<file path="config.mk">
export PLATFORM = sky130hd
export DESIGN_NAME = updi_target_responder
export DESIGN_NICKNAME = d
export VERILOG_FILES = /design/src/rtl/updi_target_pkg.sv /design/src/rtl/updi_target_cs_regs.sv /design/src/rtl/updi_target_responder.sv
export SDC_FILE = /design/constraint.sdc
export NUM_CORES = 1
export LEC_CHECK = 0
export CAP_MARGIN = 30
export CORE_ASPECT_RATIO = 1.4
export CORE_UTILIZATION = 55
export CTS_BUF_LIST = sky130_fd_sc_hd__clkbuf_16
export DETAILED_ROUTE_END_ITERATION = 8
export PLACE_DENSITY = 0.87
export REMOVE_ABC_BUFFERS = 1
export SLEW_MARGIN = 25
export SYNTH_ARGS = -nofsm -noshare
export SYNTH_HDL_FRONTEND = slang
export SYNTH_SLANG_ARGS = --single-unit
</file>
<file path="constraint.sdc">
create_clock -name clk -period 4.9 [get_ports clk]
set_input_delay 0.98 -clock clk [delete_from_list [all_inputs] [get_ports clk]]
set_output_delay 0.98 -clock clk [all_outputs]
set_load 0.05 [all_outputs]
</file>
<file path="src/rtl/updi_target_pkg.sv">
// Shared types and constants for the UPDI target responder.
// State encoding, framing bytes and opcode decode masks.
package updi_target_pkg;

  typedef enum logic [2:0] {
    IDLE,
    OPCODE,
    ADDR_L,
    ADDR_H,
    DATA,
    MEM_ACCESS,
    SEND_DATA,
    SEND_ACK
  } state_t;

  localparam logic [7:0] SYNC = 8'h55;
  localparam logic [7:0] ACK  = 8'h40;

  localparam logic [7:0] OP_CS_MASK = 8'hF0;
  localparam logic [7:0] OP_LDCS    = 8'h80;
  localparam logic [7:0] OP_STCS    = 8'hC0;
  localparam logic [7:0] OP_DS_MASK = 8'hFB;
  localparam logic [7:0] OP_LDS     = 8'h00;
  localparam logic [7:0] OP_STS     = 8'h40;

  localparam int OP_A16_BIT = 2;
  localparam int OP_ST_BIT  = 6;

endpackage

</file>
<file path="src/rtl/updi_target_cs_regs.sv">
// 16 x 8 control/status file for the UPDI target.
// Address 0 is a read-only revision byte; 1..15 are plain registers.
module updi_target_cs_regs #(
  parameter logic [7:0] UPDI_REV = 8'h30
) (
  input  logic       clk,
  input  logic       rst,
  input  logic [3:0] raddr,
  output logic [7:0] rdata,
  input  logic       we,
  input  logic [3:0] waddr,
  input  logic [7:0] wdata
);

  logic [7:0] regs [16];

  always_ff @(posedge clk) begin
    if (!rst) begin
      for (int i = 0; i < 16; i++) regs[i] <= '0;
    end else if (we && waddr != 4'd0) begin
      regs[waddr] <= wdata;
    end
  end

  assign rdata = (raddr == 4'd0) ? UPDI_REV : regs[raddr];

endmodule

</file>
<file path="src/rtl/updi_target_responder.sv">
// UPDI target-side frame responder between UART FIFOs and a memory port.
// Optional idle timeout enabled by defining UPDI_TARGET_TIMEOUT_EN.
module updi_target_responder
  import updi_target_pkg::*;
#(
  parameter int         MEM_ADDR_BITS  = 16,
  parameter int         TIMEOUT_CYCLES = 4096,
  parameter logic [7:0] UPDI_REV       = 8'h30
) (
  input  logic                     clk,
  input  logic                     rst,
  input  logic [7:0]               rx_fifo_data,
  input  logic                     rx_fifo_empty,
  output logic                     rx_fifo_rd_en,
  output logic [7:0]               tx_fifo_data,
  output logic                     tx_fifo_wr_en,
  input  logic                     tx_fifo_full,
  output logic [MEM_ADDR_BITS-1:0] mem_addr,
  output logic [7:0]               mem_wdata,
  output logic                     mem_we,
  output logic                     mem_re,
  input  logic [7:0]               mem_rdata,
  input  logic                     mem_ready,
  output logic                     busy,
  output logic                     frame_error
);

  if (TIMEOUT_CYCLES < 2) begin : g_bad_timeout
    $error("TIMEOUT_CYCLES must be at least 2");
  end

  state_t      state;
  logic        run;
  logic [15:0] addr;
  logic        is_cs;
  logic        is_write;
  logic        two_byte;
  logic        ack_to_data;
  logic [3:0]  cs_sel;
  logic [7:0]  cs_rdata;
  logic        cs_we;
  logic        pop;
  logic        push;
  logic        expired;

  // run keeps rd_en low through the reset cycle
  assign rx_fifo_rd_en = run && (state inside {IDLE, OPCODE, ADDR_L, ADDR_H, DATA});
  assign pop  = rx_fifo_rd_en && !rx_fifo_empty;
  assign push = tx_fifo_wr_en && !tx_fifo_full;
  assign busy = (state != IDLE);
  assign mem_addr = MEM_ADDR_BITS'(addr);
  assign cs_we = pop && (state == DATA) && is_cs;

  updi_target_cs_regs #(
    .UPDI_REV(UPDI_REV)
  ) u_cs (
    .clk   (clk),
    .rst   (rst),
    .raddr (rx_fifo_data[3:0]),
    .rdata (cs_rdata),
    .we    (cs_we),
    .waddr (cs_sel),
    .wdata (rx_fifo_data)
  );

`ifdef UPDI_TARGET_TIMEOUT_EN
  localparam int TW = $clog2(TIMEOUT_CYCLES + 1);
  logic [TW-1:0] idle_cnt;

  assign expired = (state != IDLE) && (state != MEM_ACCESS) &&
                   !pop && !push && (idle_cnt == TW'(TIMEOUT_CYCLES - 1));

  always_ff @(posedge clk) begin
    if (!rst || state == IDLE || state == MEM_ACCESS || pop || push) begin
      idle_cnt <= '0;
    end else begin
      idle_cnt <= idle_cnt + 1'b1;
    end
  end
`else
  assign expired = 1'b0;
`endif

  always_ff @(posedge clk) begin
    if (!rst) begin
      state         <= IDLE;
      run           <= 1'b0;
      addr          <= '0;
      mem_wdata     <= '0;
      mem_we        <= 1'b0;
      mem_re        <= 1'b0;
      tx_fifo_data  <= '0;
      tx_fifo_wr_en <= 1'b0;
      frame_error   <= 1'b0;
      is_cs         <= 1'b0;
      is_write      <= 1'b0;
      two_byte      <= 1'b0;
      ack_to_data   <= 1'b0;
      cs_sel        <= '0;
    end else begin
      run         <= 1'b1;
      frame_error <= 1'b0;
      if (expired) begin
        state         <= IDLE;
        frame_error   <= 1'b1;
        tx_fifo_wr_en <= 1'b0;
      end else begin
        unique case (state)
          IDLE: if (pop && rx_fifo_data == SYNC) state <= OPCODE;
          OPCODE: if (pop) begin
            cs_sel   <= rx_fifo_data[3:0];
            is_cs    <= 1'b0;
            is_write <= rx_fifo_data[OP_ST_BIT];
            two_byte <= rx_fifo_data[OP_A16_BIT];
            unique case (1'b1)
              (rx_fifo_data & OP_CS_MASK) == OP_LDCS: begin
                tx_fifo_data  <= cs_rdata;
                tx_fifo_wr_en <= 1'b1;
                state         <= SEND_DATA;
              end
              (rx_fifo_data & OP_CS_MASK) == OP_STCS: begin
                is_cs <= 1'b1;
                state <= DATA;
              end
              (rx_fifo_data & OP_DS_MASK) == OP_LDS,
              (rx_fifo_data & OP_DS_MASK) == OP_STS: state <= ADDR_L;
              default: begin
                frame_error <= 1'b1;
                state       <= IDLE;
              end
            endcase
          end
          ADDR_L, ADDR_H: if (pop) begin
            if (state == ADDR_L) addr <= {8'h00, rx_fifo_data};
            else                 addr[15:8] <= rx_fifo_data;
            if (state == ADDR_L && two_byte) begin
              state <= ADDR_H;
            end else if (is_write) begin
              tx_fifo_data  <= ACK;
              tx_fifo_wr_en <= 1'b1;
              ack_to_data   <= 1'b1;
              state         <= SEND_ACK;
            end else begin
              mem_re <= 1'b1;
              state  <= MEM_ACCESS;
            end
          end
          DATA: if (pop) begin
            if (is_cs) begin
              state <= IDLE;
            end else begin
              mem_wdata <= rx_fifo_data;
              mem_we    <= 1'b1;
              state     <= MEM_ACCESS;
            end
          end
          MEM_ACCESS: if (mem_ready) begin
            mem_re        <= 1'b0;
            mem_we        <= 1'b0;
            tx_fifo_wr_en <= 1'b1;
            if (mem_re) begin
              tx_fifo_data <= mem_rdata;
              state        <= SEND_DATA;
            end else begin
              tx_fifo_data <= ACK;
              ack_to_data  <= 1'b0;
              state        <= SEND_ACK;
            end
          end
          SEND_DATA: if (!tx_fifo_full) begin
            tx_fifo_wr_en <= 1'b0;
            state         <= IDLE;
          end
          SEND_ACK: if (!tx_fifo_full) begin
            tx_fifo_wr_en <= 1'b0;
            state         <= ack_to_data ? DATA : IDLE;
          end
        endcase
      end
    end
  end

endmodule

</file>
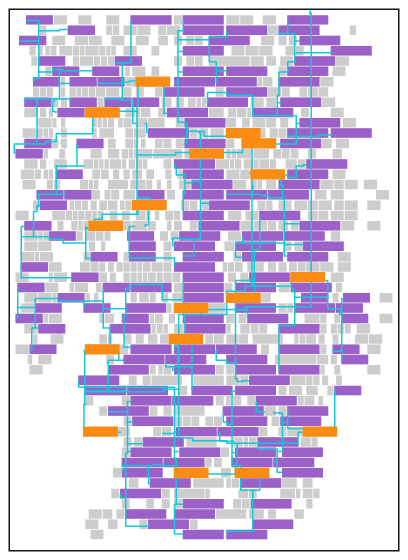
Figure 1: routed clock nets over the placement.
[flip-flops] purple | count: 167
[clock-net drivers] orange | count: 17
[clock wires] cyan | length: 1770 µm
routed clock nets: 18

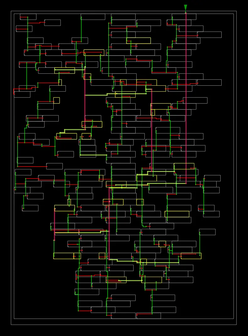
Figure 2: clock routing.
clk_skew: 0.0118 ns
later-pin clock latency in the skew report: 0.43 ns

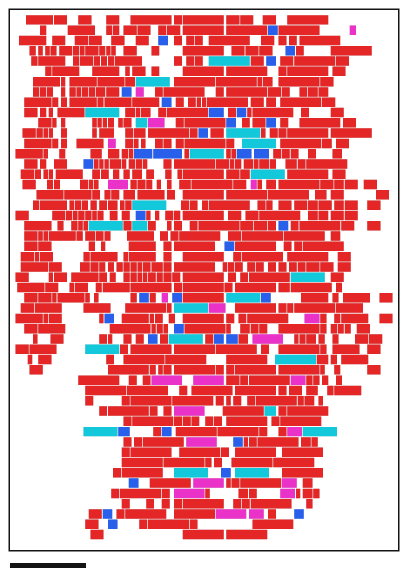
Figure 3: sizing map.
Bar = 20 µm.
[x3 and x4] blue | cells: 35 | share: 4.7%
[x6 and larger] cyan | cells: 22 | share: 3.0%
[x1 and smaller] red | cells: 660 | share: 89%
[x2] magenta | cells: 22 | share: 3.0%

==> metrics by stage <==
step / hold WS [ns] / worst slack (ns) / total power, mW
finish: 0.454 / 1.48 / 3.16
global route: 0.480 / 1.37 / 3.24
CTS: 0.454 / 1.53 / 3.16
detailed placement: 0.439 / 1.17 / 1.87
global placement: 0.441 / 1.28 / 1.86
floorplan: 0.447 / 1.72 / 1.74
==> final timing paths <==
| check | start | to | depth (start not counted) |
|---|---|---|---|
| setup reg to reg | state[2] | tx_fifo_data[4] | 6 |
| hold reg to reg | mem_addr[11] | mem_addr[11] | 2 |
| hold / removal | mem_addr[11] | mem_addr[11] | 2 |
| setup / recovery | state[2] | busy | 3 |
==> metal layers <==
layer	up-vias	wire [µm]
met5	-	0
met3	65	1610
met2	343	10000
li1	2564	-
met1	2788	7160
met4	0	800
==> reports/metrics.cfg <==
[final_layout]
top_register = u_cs.regs
logic_gates = 449
nClkBuffers = 17
area_growth_syn_to_layout_pct = 17.1
final_area_um2 = 9100
inverters_excl_clock = 9
clock_area_share_pct = 6.36
seq_cell_count = 167
seq_area_um2 = 4540
comb_share_pct = 32.5

[timing]
finalHoldViolCount = 0

[pwr]
pwr-share-comb_pct = 8.7
switching_power_mw = 0.762
powerSeq_mw = 1.58
comb_power_mw = 0.275
power_density_nw_per_um2 = 347

[placement]
hpwl_um = 12800

[run]
drv_cap = 0

[run_status]
outcome = finished clean

[worst_setup_path]
crit_fanout = 18
cp_top_family = buffers and inverters
path_class = flop to output pin
cp_data_required_time_ns = 3.92

[grt]
met3_usage_pct = 5.92

[synthesis]
synth_top_cell_by_area = edfxtp_1
edf_count = 120
yosys.cell_types.count = 57
aoi_share_pct = 10.1
ys_seq_share_pct = 58.4
top_logic_kind = simple AND/OR/NAND/NOR gates

[floorplan]
rows = 51
core-area_um2 = 13800
taps = 185

[routing]
via_count = 5760
avgRoutedWirePerCell_um = 21.2

[cts]
cts_resized = 0
clk_pin_slew_ns = 0.07

No activity file was given, so power comes from the tool's default toggle rates.
